## config.mk

```make
export PLATFORM = sky130hd
export DESIGN_NAME = s_term_cfg_pipe
export DESIGN_NICKNAME = d
export VERILOG_FILES = /design/src/rtl/s_term_pkg.sv /design/src/rtl/s_term_frame_pipe.sv /design/src/rtl/s_term_cfg_pipe.sv
export SDC_FILE = /design/constraint.sdc
export NUM_CORES = 1
export LEC_CHECK = 0
export ABC_AREA = 0
export CORE_MARGIN = 4
export CORE_UTILIZATION = 39
export CTS_CLUSTER_SIZE = 14
export DETAILED_ROUTE_END_ITERATION = 7
export HOLD_SLACK_MARGIN = 0.15
export PLACE_DENSITY = 0.86
export SLEW_MARGIN = 10
export SYNTH_ARGS = -nofsm -noshare
export SYNTH_HDL_FRONTEND = slang
export SYNTH_SLANG_ARGS = --single-unit
```

## constraint.sdc

```tcl
create_clock -name CLK -period 2.8 [get_ports CLK]
set_clock_uncertainty 0.15 [all_clocks]
set_input_delay 0.56 -clock CLK [delete_from_list [all_inputs] [get_ports CLK]]
set_output_delay 0.56 -clock CLK [all_outputs]
set_load 0.02 [all_outputs]
```

## src/rtl/s_term_pkg.sv

```systemverilog
// Shared constants for the south-terminal tile: loopback mode encoding and
// the mode the tile falls back to on reset.
package s_term_pkg;

    localparam int CFG_W = 2;

    typedef enum logic [CFG_W-1:0] {
        MODE_PASS = 2'b00,
        MODE_REG  = 2'b01,
        MODE_INV  = 2'b10,
        MODE_OFF  = 2'b11
    } mode_e;

    localparam mode_e MODE_RESET = MODE_OFF;

endpackage

```

## src/rtl/s_term_frame_pipe.sv

```systemverilog
// WIDTH x DEPTH retiming shift pipeline with synchronous reset; DEPTH=0
// degenerates to a plain wire.
module s_term_frame_pipe #(
    parameter int WIDTH = 1,
    parameter int DEPTH = 1
) (
    input  logic             clk,
    input  logic             rst,
    input  logic [WIDTH-1:0] din,
    output logic [WIDTH-1:0] dout
);

    generate
        if (DEPTH == 0) begin : g_wire
            logic unused_ctrl;
            assign unused_ctrl = clk ^ rst;
            assign dout = din;
        end else begin : g_pipe
            logic [WIDTH-1:0] stage_p [DEPTH];

            always_ff @(posedge clk) begin
                if (rst) begin
                    for (int i = 0; i < DEPTH; i++) stage_p[i] <= '0;
                end else begin
                    stage_p[0] <= din;
                    for (int i = 1; i < DEPTH; i++) stage_p[i] <= stage_p[i-1];
                end
            end

            assign dout = stage_p[DEPTH-1];
        end
    endgenerate

endmodule

```

## src/rtl/s_term_cfg_pipe.sv

```systemverilog
// South-terminal tile: configurable north loopback of south-arriving wires,
// retimed frame-bus forwarding, and a sticky multi-strobe error flag.
module s_term_cfg_pipe
    import s_term_pkg::*;
#(
    parameter int FrameBitsPerRow = 32,
    parameter int MaxFramesPerCol = 20,
    parameter int PIPE_STAGES     = 1,
    parameter int LOOP_W          = 52,
    parameter int CFG_FRAME       = 0
) (
    input  logic                       CLK,
    input  logic                       RESET,
    input  logic [LOOP_W-1:0]          S_IN,
    output logic [LOOP_W-1:0]          N_OUT,
    input  logic [FrameBitsPerRow-1:0] FrameData,
    output logic [FrameBitsPerRow-1:0] FrameData_O,
    input  logic [MaxFramesPerCol-1:0] FrameStrobe,
    output logic [MaxFramesPerCol-1:0] FrameStrobe_O,
    output logic [CFG_W-1:0]           CfgMode,
    output logic                       FrameErr
);

    localparam logic [MaxFramesPerCol-1:0] STROBE_ONE = MaxFramesPerCol'(1);

    mode_e             cfg;
    logic              multi_strobe;
    logic              cfg_load;
    logic              frame_err;
    logic [LOOP_W-1:0] loop_p0;
    logic              unused_frame_bits;

    assign unused_frame_bits = ^FrameData[FrameBitsPerRow-1:CFG_W];

    // Clearing the lowest set bit leaves something behind only if >1 bit was set.
    assign multi_strobe = (FrameStrobe & (FrameStrobe - STROBE_ONE)) != '0;
    assign cfg_load     = FrameStrobe[CFG_FRAME] && !multi_strobe;

    always_ff @(posedge CLK) begin
        if (RESET) begin
            cfg       <= MODE_RESET;
            frame_err <= 1'b0;
        end else begin
            if (cfg_load) cfg <= mode_e'(FrameData[CFG_W-1:0]);
            if (multi_strobe) frame_err <= 1'b1;
        end
    end

    // Loop register runs every cycle so REG mode starts from last cycle's S_IN.
    always_ff @(posedge CLK) begin
        if (RESET) loop_p0 <= '0;
        else       loop_p0 <= S_IN;
    end

    always_comb begin
        N_OUT = '0;
        unique case (cfg)
            MODE_PASS: N_OUT = S_IN;
            MODE_REG:  N_OUT = loop_p0;
            MODE_INV:  N_OUT = ~S_IN;
            MODE_OFF:  N_OUT = '0;
            default:   N_OUT = '0;
        endcase
    end

    assign CfgMode  = cfg;
    assign FrameErr = frame_err;

    s_term_frame_pipe #(
        .WIDTH (FrameBitsPerRow),
        .DEPTH (PIPE_STAGES)
    ) u_data_pipe (
        .clk  (CLK),
        .rst  (RESET),
        .din  (FrameData),
        .dout (FrameData_O)
    );

    s_term_frame_pipe #(
        .WIDTH (MaxFramesPerCol),
        .DEPTH (PIPE_STAGES)
    ) u_strobe_pipe (
        .clk  (CLK),
        .rst  (RESET),
        .din  (FrameStrobe),
        .dout (FrameStrobe_O)
    );

endmodule

```

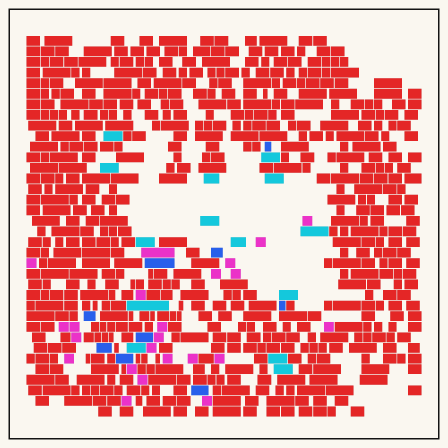
Fig. 1. Cells by drive strength (run 1).
[blue] drive 2 | cells: 9 | share: 1.5%
[cyan] drive 6 and up | cells: 14 | share: 2.3%
[red] drive 1 or less | cells: 564 | share: 92%
[magenta] drive 3 to 4 | cells: 23 | share: 3.8%

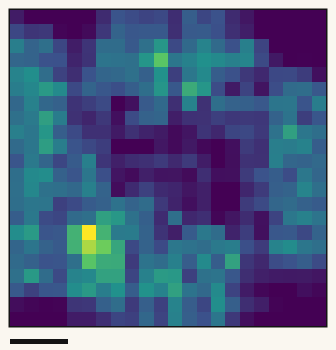
Fig. 2. Signal metal coverage by tile (run 1).
Bar = 20 um. 22 x 22 tiles, from dark purple (low) to yellow (high), scaled to the fullest tile. Values are wire area over tile area, all layers added.
tiles over half the peak: 7.0%
emptiest ninth of the die: center
fullest tile: 0.63

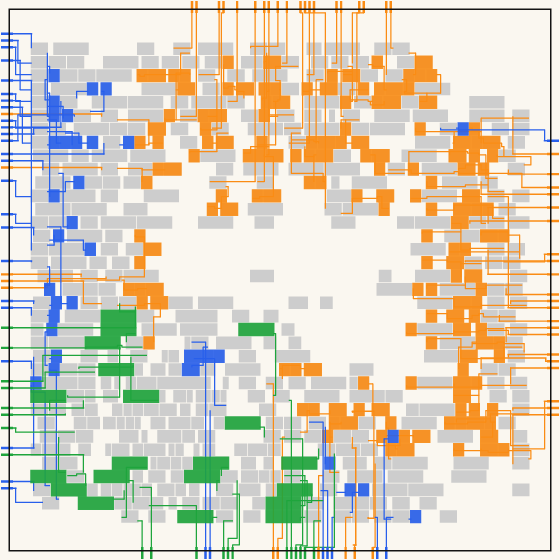
Fig. 3. Wires at chosen ports, followed through buffers (run 1).
[blue] FrameData | bits: 32 | direction: input | end cells: 34 | wire: 671 um
[green] FrameStrobe_O | bits: 20 | direction: output | end cells: 20 | wire: 511 um
[orange] S_IN | bits: 52 | direction: input | end cells: 156 | wire: 1,930 um

==> flow_metrics.env, run 1 <==
# source this file to load flow results
export IMPL_synth_cell_type_count=35
export IMPL_global_route_peak_usage_layer="met2"
export IMPL_largest_net_degree_at_the_start_of_global_routing=72
export IMPL_dominant_power_group="registers"
export IMPL_power_sequential_fraction_pct=54.4
export IMPL_die_size_y_um=110
export IMPL_multi_input_comb_cells=251
export IMPL_worst_slew_margin_rel_pct=53.1
export IMPL_syn_to_final_growth_pct=63.5
export IMPL_post_cts_repair_setup_buffers=2
export IMPL_routedLengthMet1_mm=4.40
export IMPL_globalplace_congestion=0.878
export IMPL_synthesis_area_per_instance_um2=10.4
export IMPL_post_synth_top_area_cell="sky130_fd_sc_hd__dfxtp_1"
export IMPL_dr_pass1_iters=5
export IMPL_post_route_drc_count=0
export IMPL_cts_inserted_buffers=9
export IMPL_area_share_combinational_pct=27.1
export IMPL_top_cells_by_area="sky130_fd_sc_hd__dfxtp_1 53%, sky130_fd_sc_hd__nor2b_1 16%, sky130_fd_sc_hd__mux2i_1 13%"
export IMPL_final_nonclk_buf_share_pct=35.1
export IMPL_number_of_antenna_violations_at_the_first_check_in_global_routing=0
export IMPL_stdcell_area_um2=6620
export IMPL_synth_stat_cells=388
export IMPL_power_density_nw_per_um2=449
export IMPL_end_kind="primary output"
export IMPL_crit_start="CfgMode[0]"
export IMPL_clkLatencyLatePin_ps=350
export IMPL_globalRouteOverflowTotal=0
export IMPL_crit_family="buffers and inverters"
export IMPL_top_layout_cells="207 x sky130_fd_sc_hd__clkdlybuf4s50_1, 105 x sky130_fd_sc_hd__dfxtp_1, 102 x sky130_fd_sc_hd__nor2b_1"
export IMPL_cts_tree="yes"
export IMPL_critical_path_max_stage_delay_ps=640
export IMPL_hold_viol_final=0
export IMPL_ff_count=107
export IMPL_largest_cell_class="non-clock buffers"
export IMPL_setup_ws_ps=109
export IMPL_top_layer="met4"
export IMPL_final_layout_top_logic_cell="sky130_fd_sc_hd__clkdlybuf4s50_1"
export IMPL_setup_total_negative_slack_ps=0
export IMPL_maxCapViolCount=0
export IMPL_rr_endpoint="CfgMode[1]"
export IMPL_setup_repair_after_global_routing_missed_its_margin="false"
export IMPL_nonClockInverterCount=1
export IMPL_crit_buf_inv=2
export IMPL_sequential_cell_area_um2=2150
export IMPL_logic_area_um2=1800
export IMPL_design_die_area_um2=12100
export IMPL_track_usage_pct=18.8
export IMPL_synth_cellmix_compoundShare_pct=11.8
export IMPL_globalRouteMet2Util_pct=33.3
export IMPL_final_period_utilization_pct=96.1
export IMPL_power_switching_mw=0.675
export IMPL_crit_path_end="N_OUT[45]"
export IMPL_first_global_vias=3653
export IMPL_ys_warn_count=0
export IMPL_worst_endpoint_required_ps=2090
export IMPL_power_switching_fraction_pct=22.7
export IMPL_detail_routed_net_length_per_standard_cell_um=15.7
export IMPL_die_w_um=110
export IMPL_synth_area_yosys_um2=4050
export IMPL_placed_cells=726
export IMPL_worst_hold_path_num_cells=2
export IMPL_final_max_slew_violation_count=0
export IMPL_clock_tree_htree_level_count=3
export IMPL_powerComb_mw=0.453
export IMPL_hp_class="reg2reg"
export IMPL_ir_drop_uv=370
export IMPL_cp_num_cells=4
export IMPL_post_synth_mux_area_share_pct=12.9
export IMPL_fillCellCount=762
export IMPL_holdWs_ps=351
export IMPL_power_clock_fraction_pct=30.4
export IMPL_seqAreaFraction_pct=32.4
export IMPL_yosys_top_cells_count="107 x sky130_fd_sc_hd__dfxtp_1, 102 x sky130_fd_sc_hd__nor2b_1, 52 x sky130_fd_sc_hd__mux2i_1, 52 x sky130_fd_sc_hd__o22ai_1, 25 x sky130_fd_sc_hd__clkbuf_1"
export IMPL_numPortBuffers=212
export IMPL_power_consumption_mw=2.98
export IMPL_synthDominantCellAreaShare_pct=52.9
export IMPL_vias_per_cell=4.88
export IMPL_synth_cellmix_simpleShare_pct=19.2
export IMPL_finalCriticalPeriod_ps=2690
export IMPL_clock_tree_area_fraction_pct=2.80
export IMPL_pwr_share_comb_pct=15.2
export IMPL_log_warning_count=26
export IMPL_ys_ff=107
export IMPL_clk_pin_slew_ps=90
export IMPL_hpwl_after_detailed_placement_mm=8.78
export IMPL_post_cts_resize_count=4
export IMPL_grt_met3_usage_pct=6.58
export IMPL_hold_buffers=0
export IMPL_groute_layer_met1_usage_pct=20.3
export IMPL_synth_nets=494
export IMPL_status="completed"
export IMPL_holdCritStartpoint="FrameErr"
export IMPL_rr_startpoint="CfgMode[1]"
export IMPL_worst_slew_pin_transition_ps=704
Fig. 4: run 1, routing congestion
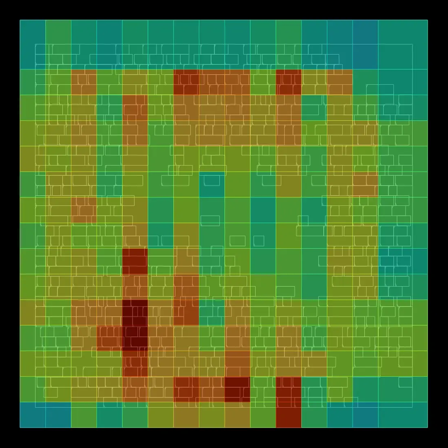

==> run 2, diff against run 1 <==
CORE_MARGIN = 2   (was 4)
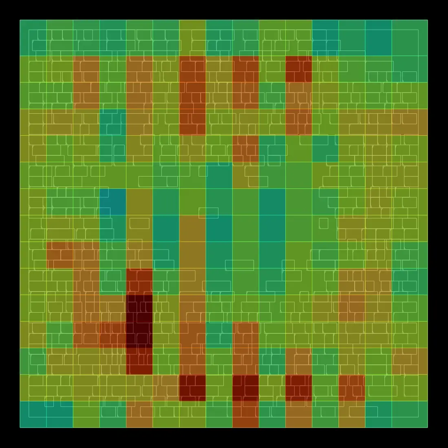
Fig. 5. Routing congestion (run 2).
met3 track utilization from global routing: 7.05%
most congested layer reported by global routing: met2
GRT met2 Usage: 33.3%
detail-routed net length per standard cell: 15.0 um

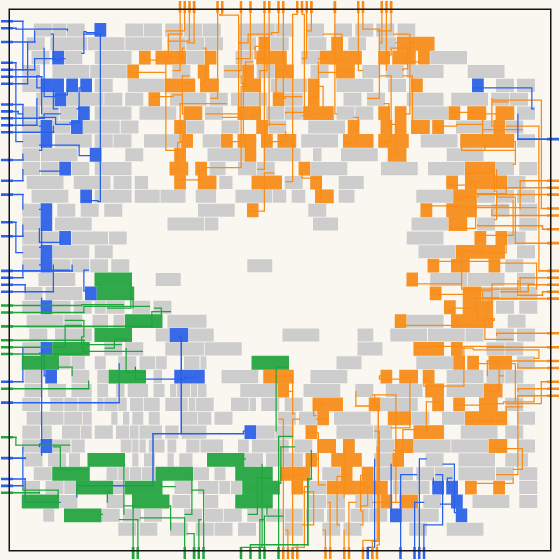
Fig. 6. Wires at chosen ports, followed through buffers (run 2).
[blue] FrameData | bits: 32 | direction: input | end cells: 34 | wire: 636 um
[orange] S_IN | bits: 52 | direction: input | end cells: 156 | wire: 1,800 um
[green] FrameStrobe_O | bits: 20 | direction: output | end cells: 20 | wire: 474 um

==> run 2 against run 1 <==
Sequential cell count unchanged; critical endpoint is now N_OUT[32]; die area decreased by 7.1%; non-clock buffer count decreased by 5; combinational power about the same; synthesized cell count unchanged; area after synthesis unchanged; hold slack improved by 6.2 ps.
==> flow_metrics.env, run 2 <==
# source this file to load flow results
export IMPL_clock_power_mw=0.865
export IMPL_crit_start="CfgMode[0]"
export IMPL_finalCriticalPeriod_ps=2710
export IMPL_synth_cell_type_count=35
export IMPL_crit_buf_inv=2
export IMPL_clkLatencyLatePin_ps=350
export IMPL_numPortBuffers=212
export IMPL_min_delay_worst_endpoint="FrameErr"
export IMPL_crit_path_end="N_OUT[32]"
export IMPL_post_synth_mux_area_share_pct=12.9
export IMPL_routedLengthMet1_mm=4.51
export IMPL_hpwl_after_detailed_placement_mm=8.14
export IMPL_hold_buffers=0
export IMPL_power_clock_fraction_pct=29.5
export IMPL_cts_tree="yes"
export IMPL_powerComb_mw=0.451
export IMPL_end_kind="primary output"
export IMPL_cts_inserted_buffers=9
export IMPL_crit_family="buffers and inverters"
export IMPL_worst_slew_pin_transition_ps=480
export IMPL_track_usage_pct=20.0
export IMPL_setup_total_negative_slack_ps=0
export IMPL_sequential_cell_area_um2=2140
export IMPL_path_max_fanout=30
export IMPL_synth_area_yosys_um2=4050
export IMPL_area_share_combinational_pct=27.3
export IMPL_ys_ff=107
export IMPL_placed_cells=726
export IMPL_top_layer="met4"
export IMPL_post_synth_inst_count=388
export IMPL_ff_count=107
export IMPL_top_layout_cells="209 x sky130_fd_sc_hd__clkdlybuf4s50_1, 105 x sky130_fd_sc_hd__dfxtp_1, 102 x sky130_fd_sc_hd__nor2b_1"
export IMPL_holdCritStartpoint="FrameErr"
export IMPL_groute_layer_met1_usage_pct=23.8
export IMPL_multi_input_comb_cells=251
export IMPL_rr_startpoint="CfgMode[1]"
export IMPL_dominant_power_group="registers"
export IMPL_setup_ws_ps=91.7
export IMPL_die_w_um=106
export IMPL_status="completed"
export IMPL_synth_nets=494
export IMPL_top_cells_by_area="sky130_fd_sc_hd__dfxtp_1 53%, sky130_fd_sc_hd__nor2b_1 16%, sky130_fd_sc_hd__mux2i_1 13%"
export IMPL_ir_drop_uv=432
export IMPL_first_global_vias=3664
export IMPL_syn_to_final_growth_pct=62.7
export IMPL_log_warning_count=26
export IMPL_p_seq_mw=1.62
export IMPL_fillCellCount=811
export IMPL_power_density_nw_per_um2=446
export IMPL_post_cts_resize_count=0
export IMPL_synth_stat_cells=388
export IMPL_maxCapViolCount=0
export IMPL_worst_slew_margin_rel_pct=68.0
export IMPL_cp_num_cells=4
export IMPL_setup_repair_after_global_routing_missed_its_margin="false"
export IMPL_async_reset_ff_share_pct=0
export IMPL_hold_viol_final=0
export IMPL_yosys_top_cells_count="107 x sky130_fd_sc_hd__dfxtp_1, 102 x sky130_fd_sc_hd__nor2b_1, 52 x sky130_fd_sc_hd__mux2i_1, 52 x sky130_fd_sc_hd__o22ai_1, 25 x sky130_fd_sc_hd__clkbuf_1"
export IMPL_pwr_share_comb_pct=15.3
export IMPL_design_die_area_um2=11200
export IMPL_final_max_slew_violation_count=0
export IMPL_worst_hold_path_num_cells=2
export IMPL_vias_per_cell=4.95
export IMPL_power_sequential_fraction_pct=55.2
export IMPL_ys_warn_count=0
export IMPL_synth_cellmix_compoundShare_pct=11.8
export IMPL_nonClockInverterCount=1
export IMPL_clk_pin_slew_ps=90
export IMPL_largest_net_degree_at_the_start_of_global_routing=64
export IMPL_globalplace_congestion=0.793
export IMPL_hp_class="reg2reg"
export IMPL_logic_area_um2=1800
export IMPL_final_nonclk_buf_share_pct=34.9
export IMPL_die_size_y_um=106
export IMPL_globalRouteOverflowTotal=0
export IMPL_synthDominantCellAreaShare_pct=52.9
export IMPL_seqAreaFraction_pct=32.6
export IMPL_power_switching_fraction_pct=24.5
export IMPL_final_period_utilization_pct=96.7
export IMPL_clock_tree_area_fraction_pct=2.66
export IMPL_rr_endpoint="CfgMode[1]"
export IMPL_post_synth_top_area_cell="sky130_fd_sc_hd__dfxtp_1"
export IMPL_stdcell_area_um2=6590
export IMPL_post_cts_repair_setup_buffers=0
export IMPL_largest_cell_class="non-clock buffers"
export IMPL_number_of_antenna_violations_at_the_first_check_in_global_routing=0
export IMPL_final_layout_top_logic_cell="sky130_fd_sc_hd__clkdlybuf4s50_1"
export IMPL_power_switching_mw=0.720
export IMPL_clock_tree_htree_level_count=3
export IMPL_post_route_drc_count=0
export IMPL_synthesis_area_per_instance_um2=10.4
export IMPL_worst_endpoint_required_ps=2090
Power and IR drop assume default switching activity.
